[src/rtl/flop_fifo_pkg.sv]
// Shared constants and types for the flip-flop FIFO.
package flop_fifo_pkg;

  localparam int DEF_DEPTH = 8;
  localparam int DEF_BITS  = 16;

  // Operations actually performed at the next edge, after full/empty qualification.
  typedef struct packed {
    logic wr;
    logic rd;
  } fifo_op_t;

  function automatic int ptr_w(input int d);
    return (d > 2) ? $clog2(d) : 1;
  endfunction

endpackage

[src/rtl/flop_fifo_ptr_ctrl.sv]
// Read/write pointers and occupancy count for the flip-flop FIFO.
module flop_fifo_ptr_ctrl
  import flop_fifo_pkg::*;
#(
  parameter  int DEPTH = DEF_DEPTH,
  localparam int PW    = ptr_w(DEPTH),
  localparam int CW    = $clog2(DEPTH) + 1
) (
  input  logic          clk,
  input  logic          rst,
  input  logic          push_i,
  input  logic          pop_i,
  output fifo_op_t      op_o,
  output logic [PW-1:0] wr_ptr_o,
  output logic [PW-1:0] rd_ptr_o,
  output logic          full_o,
  output logic          pndng_o
);

  logic [PW-1:0] wr_ptr_q, wr_ptr_d;
  logic [PW-1:0] rd_ptr_q, rd_ptr_d;
  logic [CW-1:0] cnt_q, cnt_d;
  fifo_op_t      op;

  function automatic logic [PW-1:0] ptr_inc(input logic [PW-1:0] p);
    return (p == PW'(DEPTH - 1)) ? '0 : p + PW'(1);
  endfunction

  always_comb begin
    full_o  = (cnt_q == CW'(DEPTH));
    pndng_o = (cnt_q != '0);
    // A simultaneous pop frees the slot, so a push while full is still accepted.
    op.wr   = push_i && (!full_o || pop_i);
    op.rd   = pop_i && pndng_o;
    wr_ptr_d = op.wr ? ptr_inc(wr_ptr_q) : wr_ptr_q;
    rd_ptr_d = op.rd ? ptr_inc(rd_ptr_q) : rd_ptr_q;
    cnt_d    = cnt_q;
    case ({op.wr, op.rd})
      2'b10:   cnt_d = cnt_q + CW'(1);
      2'b01:   cnt_d = cnt_q - CW'(1);
      default: cnt_d = cnt_q;
    endcase
  end

  always_ff @(posedge clk) begin
    if (!rst) begin
      wr_ptr_q <= '0;
      rd_ptr_q <= '0;
      cnt_q    <= '0;
    end else begin
      wr_ptr_q <= wr_ptr_d;
      rd_ptr_q <= rd_ptr_d;
      cnt_q    <= cnt_d;
    end
  end

  assign op_o     = op;
  assign wr_ptr_o = wr_ptr_q;
  assign rd_ptr_o = rd_ptr_q;

endmodule

[src/rtl/flop_fifo.sv]
// First-word-fall-through FIFO built from a register array; Dout shows the head word.
module flop_fifo
  import flop_fifo_pkg::*;
#(
  parameter int depth = DEF_DEPTH,
  parameter int bits  = DEF_BITS
) (
  input  logic            clk,
  input  logic            rst,
  input  logic [bits-1:0] Din,
  input  logic            push,
  input  logic            pop,
  output logic [bits-1:0] Dout,
  output logic            full,
  output logic            pndng
);

  localparam int PW = ptr_w(depth);

  fifo_op_t                        op;
  logic [PW-1:0]                   wr_ptr, rd_ptr;
  logic [depth-1:0][bits-1:0]      mem_q;

  flop_fifo_ptr_ctrl #(.DEPTH(depth)) u_ctrl (
    .clk      (clk),
    .rst      (rst),
    .push_i   (push),
    .pop_i    (pop),
    .op_o     (op),
    .wr_ptr_o (wr_ptr),
    .rd_ptr_o (rd_ptr),
    .full_o   (full),
    .pndng_o  (pndng)
  );

  // One register per entry, each loaded only when the write pointer selects it.
  for (genvar i = 0; i < depth; i++) begin : g_entry
    logic we;
    assign we = op.wr && (wr_ptr == PW'(i));
    always_ff @(posedge clk) begin
      if (!rst)    mem_q[i] <= '0;
      else if (we) mem_q[i] <= Din;
    end
  end

  assign Dout = pndng ? mem_q[rd_ptr] : '0;

endmodule

[config.mk]
export PLATFORM = sky130hd
export DESIGN_NAME = flop_fifo
export DESIGN_NICKNAME = d
export VERILOG_FILES = /design/src/rtl/flop_fifo_pkg.sv /design/src/rtl/flop_fifo_ptr_ctrl.sv /design/src/rtl/flop_fifo.sv
export SDC_FILE = /design/constraint.sdc
export NUM_CORES = 1
export LEC_CHECK = 0
export ABC_AREA = 1
export CAP_MARGIN = 10
export CELL_PAD_IN_SITES_DETAIL_PLACEMENT = 1
export CELL_PAD_IN_SITES_GLOBAL_PLACEMENT = 2
export CORE_AREA = 2 2 198 103
export DETAILED_ROUTE_END_ITERATION = 8
export DIE_AREA = 0 0 200 105
export GPL_ROUTABILITY_DRIVEN = 0
export PLACE_DENSITY = 0.91
export SKIP_CTS_REPAIR_TIMING = 1
export SLEW_MARGIN = 20
export SYNTH_ARGS = -nofsm -noshare
export SYNTH_HDL_FRONTEND = slang
export SYNTH_SLANG_ARGS = --single-unit
[constraint.sdc]
create_clock -name clk -period 4.1 [get_ports clk]
set_clock_uncertainty 0.05 [all_clocks]
set_input_delay 1.025 -clock clk [delete_from_list [all_inputs] [get_ports clk]]
set_output_delay 1.025 -clock clk [all_outputs]
set_load 0.01 [all_outputs]
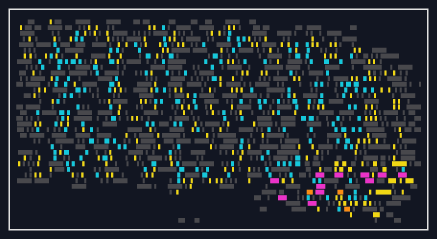
*Gate-type map, run 1*
- XOR/XNOR gates: orange (cells 3)
- inverting AOI/OAI gates: cyan (cells 191)
- NAND gates: yellow (cells 237; where all over the die)
- adder and majority cells: magenta (cells 11; where lower right)
Non-Filler Instances: 1310
Commonest Layout Cell: nor2_1
Comb/total area: 41.7%

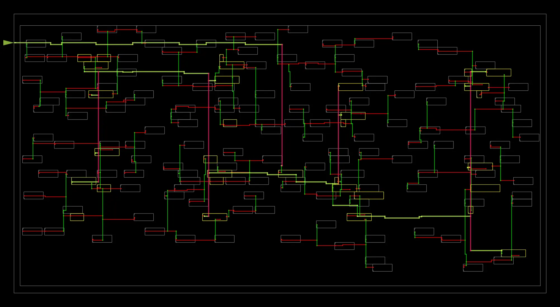
*Clock wiring as the flow saved it, run 1*
Clock net power: 1.62 mW
Seq cells: 138
CTS buffer count: 17
clock buf count: 26
CTS sink cnt: 138

==> impl_metrics.yaml <==
# physical design summary
critical_path:
  cp.required_ns: 3.02
  endpoint_kind: "primary output"
  critPathKind: "flop to primary output"
  crit_path_start_kind: "flop"
  worstPathMaxFanout: 22
  cp.arrival_ns: 2.52
clock_network:
  clkTransAtPathRegs_ns: 0.06
  htreeDepth: 4
  cts_buffer_depth: 2
  cts-root-buf: "clkbuf_16"
  cts_tree: "built"
  clk_latency_ns: 0.43
cells_and_area:
  layout_top_cells: "nor2_1, nand2_1, dfxtp_1, inv_1, o21ai_0"
  logic_area_mm2: 0.00327
  nets: 1062
  diodes: 0
  syn2layout_area_growth_pct: 15.3
  fill_cells: 2460
  layout-drive-gt1-share_pct: 5.17
floorplan:
  die_h_um: 105
  rows: 36
  pin_count: 38
  die_x_um: 200
  fp.dieArea_mm2: 0.0210
  fp_util_pct: 35.5
  coreArea_mm2: 0.0191
logic_synthesis:
  synth.area.top_cells: "dfxtp_1, nor2_1, nand2_1"
  synth.yosys.warnings: 0
  top_logic_kind: "simple AND/OR/NAND/NOR gates"
  seq_area_frac_synth_pct: 40.6
  avgSynthCellArea_um2: 6.52
  yosys.area_share.aoi_pct: 15.2
  yosysCellCount: 1043
  top_area_share_pct: 40.6
  ys_sh_xor_pct: 0.386
  fa_ha_area_share_pct: 2.02
  ys_chip_area_mm2: 0.00680
  synth_area_mm2: 0.00680
  yosys.area.top_type: "dfxtp_1"
  syn-num-nets: 1074
  ys.flops: 138
  ys_types: 26
  simple_gate_area_share_pct: 30.5
  netlist_instances: 1043
  synth.area.mux_share_pct: 0
flow_run:
  drv_cap: 0
  warnings: 31
timing:
  post-route-period-util_pct: 87.7
  slew_violations: 0
  fmax_mhz: 278
  slew_headroom_pct: 30.7
  setup_viol: 0
  hold_violations: 0
  fin_setup_tns_ns: 0
  rsz0062_at_grt: "false"
  tightest_slew_ns: 1.04
  fin_crit_ns: 3.60
global_route:
  antenna_found_initial: 0
  overflow: 0
  grt_pass1_wl_um: 35900
  grt_pass1_vias: 6405
  grt_max_degree: 99
  grt_use_total_pct: 22.6
drt:
  drt_iter0_markers: 382
  post_drt_wl_per_cell_um: 17.1
  drtPass1Iterations: 4
  drt-total-wl_um: 22400
  viasPerCell: 4.93
  drc: 0
  ant_nets: 0
  num_vias: 6462
power_and_ir_drop:
  vdd.ir_drop.worst_v: 0.000329
  power_density_mw_per_mm2: 614
  finalPower_mw: 4.81
  p_leak_nw: 3.72
hold_path:
  hold_class: "flop to flop"
run_status:
  status: "complete, no violations"
placed_design:
  dp_hpwl_um: 13600
  io_buffers: 37
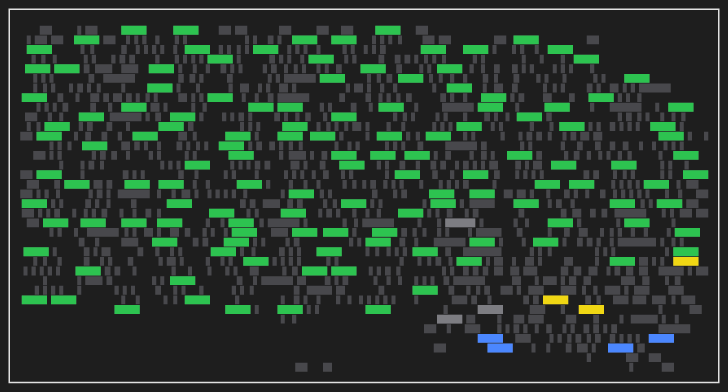
*Sequential cells grouped by signal name, run 1*
Other sequential cells in the stronger grey, the rest of the logic in the fainter grey.
- u_ctrl.wr_ptr_o: yellow (flops 3)
- u_ctrl.cnt_q: blue (flops 4; where lower right)
- mem_q: green (flops 128)
sequential share of cell area: 35.3%
Seq. cell area: 0.00277 mm^2

==> run 1: critical path, cell delays in order, from the launching register on <==
cell and delay [ns]:
dfxtp_4 0.35, inv_1 0.35, buf_12 0.24, nor2_1 0.07
o211ai_1 0.18, nand2_1 0.07, a21oi_1 0.23, clkdlybuf4s50_1 0.59
==> run 1: per-stage QoR <==
stage	hold slack, ns	utilization (%)	area [um^2]	cells	worst slack (ns)
floorplan	0.408	-	6800	1043	1.60
global placement	0.432	37.7	7230	1278	0.908
detailed placement	0.445	37.7	7230	1278	0.790
CTS	0.459	40.9	7840	1310	0.489
global route	0.476	40.9	7840	1310	0.362
finish	0.457	40.9	7840	1310	0.504
==> run 1: worst paths after layout <==
check	from	to	slack, ns	depth (start not counted)
setup / recovery	u_ctrl.rd_ptr_o[0]$_SDFFE_PN0P_	Dout[5]	0.50	7
hold / removal	mem_q[77]$_SDFFE_PN0P_	mem_q[77]$_SDFFE_PN0P_	0.46	2
hold reg to reg	mem_q[77]$_SDFFE_PN0P_	mem_q[77]$_SDFFE_PN0P_	0.46	2
setup reg to reg	u_ctrl.cnt_q[0]$_SDFFE_PN0P_	u_ctrl.cnt_q[2]$_SDFFE_PN0P_	1.00	13
==> run 1: flip-flops by register name, summed over array words and instances, names as in the netlist <==
register         flops
u_ctrl.rd_ptr_o      3
u_ctrl.cnt_q         4
mem_q              128
u_ctrl.wr_ptr_o      3
==> run 1: metal layers <==
metal  vias to the layer above  track usage (%)  wire [um]
li1                       3208                -          -
met1                      3111             33.6      12100
met2                       113             32.3       9100
met3                        30             4.33        820
met4                         0             7.25        344
met5                         -                0          0
==> run 1: where the power goes <==
part	internal (mW)	switching (mW)	total (mW)
Sequential	1.46	0.0796	1.54
Clock	1.01	0.612	1.62
Combinational	0.601	1.05	1.65
Total	3.07	1.74	4.81
==> run 1: cell usage after synthesis <==
| cell | instances |
|---|---|
| o21ai_0 | 84 |
| buf_6 | 6 |
| nand4_4 | 1 |
| o21ai_1 | 3 |
| nand4_1 | 6 |
| buf_4 | 3 |
| o211ai_1 | 32 |
| buf_2 | 33 |
| a21oi_1 | 72 |
| inv_2 | 2 |
| nor4_1 | 1 |
| nand2_1 | 222 |
| xor2_1 | 1 |
| dfxtp_1 | 138 |
| nand3_2 | 1 |
| nor2_1 | 281 |
| xnor2_1 | 2 |
| nand2_4 | 2 |
| inv_1 | 96 |
| ha_1 | 11 |
| clkbuf_2 | 3 |
| nor2_4 | 4 |
| buf_1 | 11 |
| nand2_8 | 1 |
| clkbuf_1 | 23 |
| nand3_1 | 4 |
==> run 1: cells by family after synthesis <==
| group | Yosys count |
|---|---|
| AND-OR/OR-AND | 191 |
| XOR/XNOR | 3 |
| adder cells (fa/ha/maj) | 11 |
| buffers and inverters | 177 |
| flip-flops | 138 |
| AND/OR/NAND/NOR | 523 |
==> run 1: final cells by class <==
cell class,count,area share (%)
clock buffer,26,6.75
clock inverter,6,1.05
inverter,98,4.69
tap,266,4.25
multi-input combinational,728,41.7
timing repair buffer,48,6.23
sequential,138,35.3
Power and IR drop assume default switching activity.
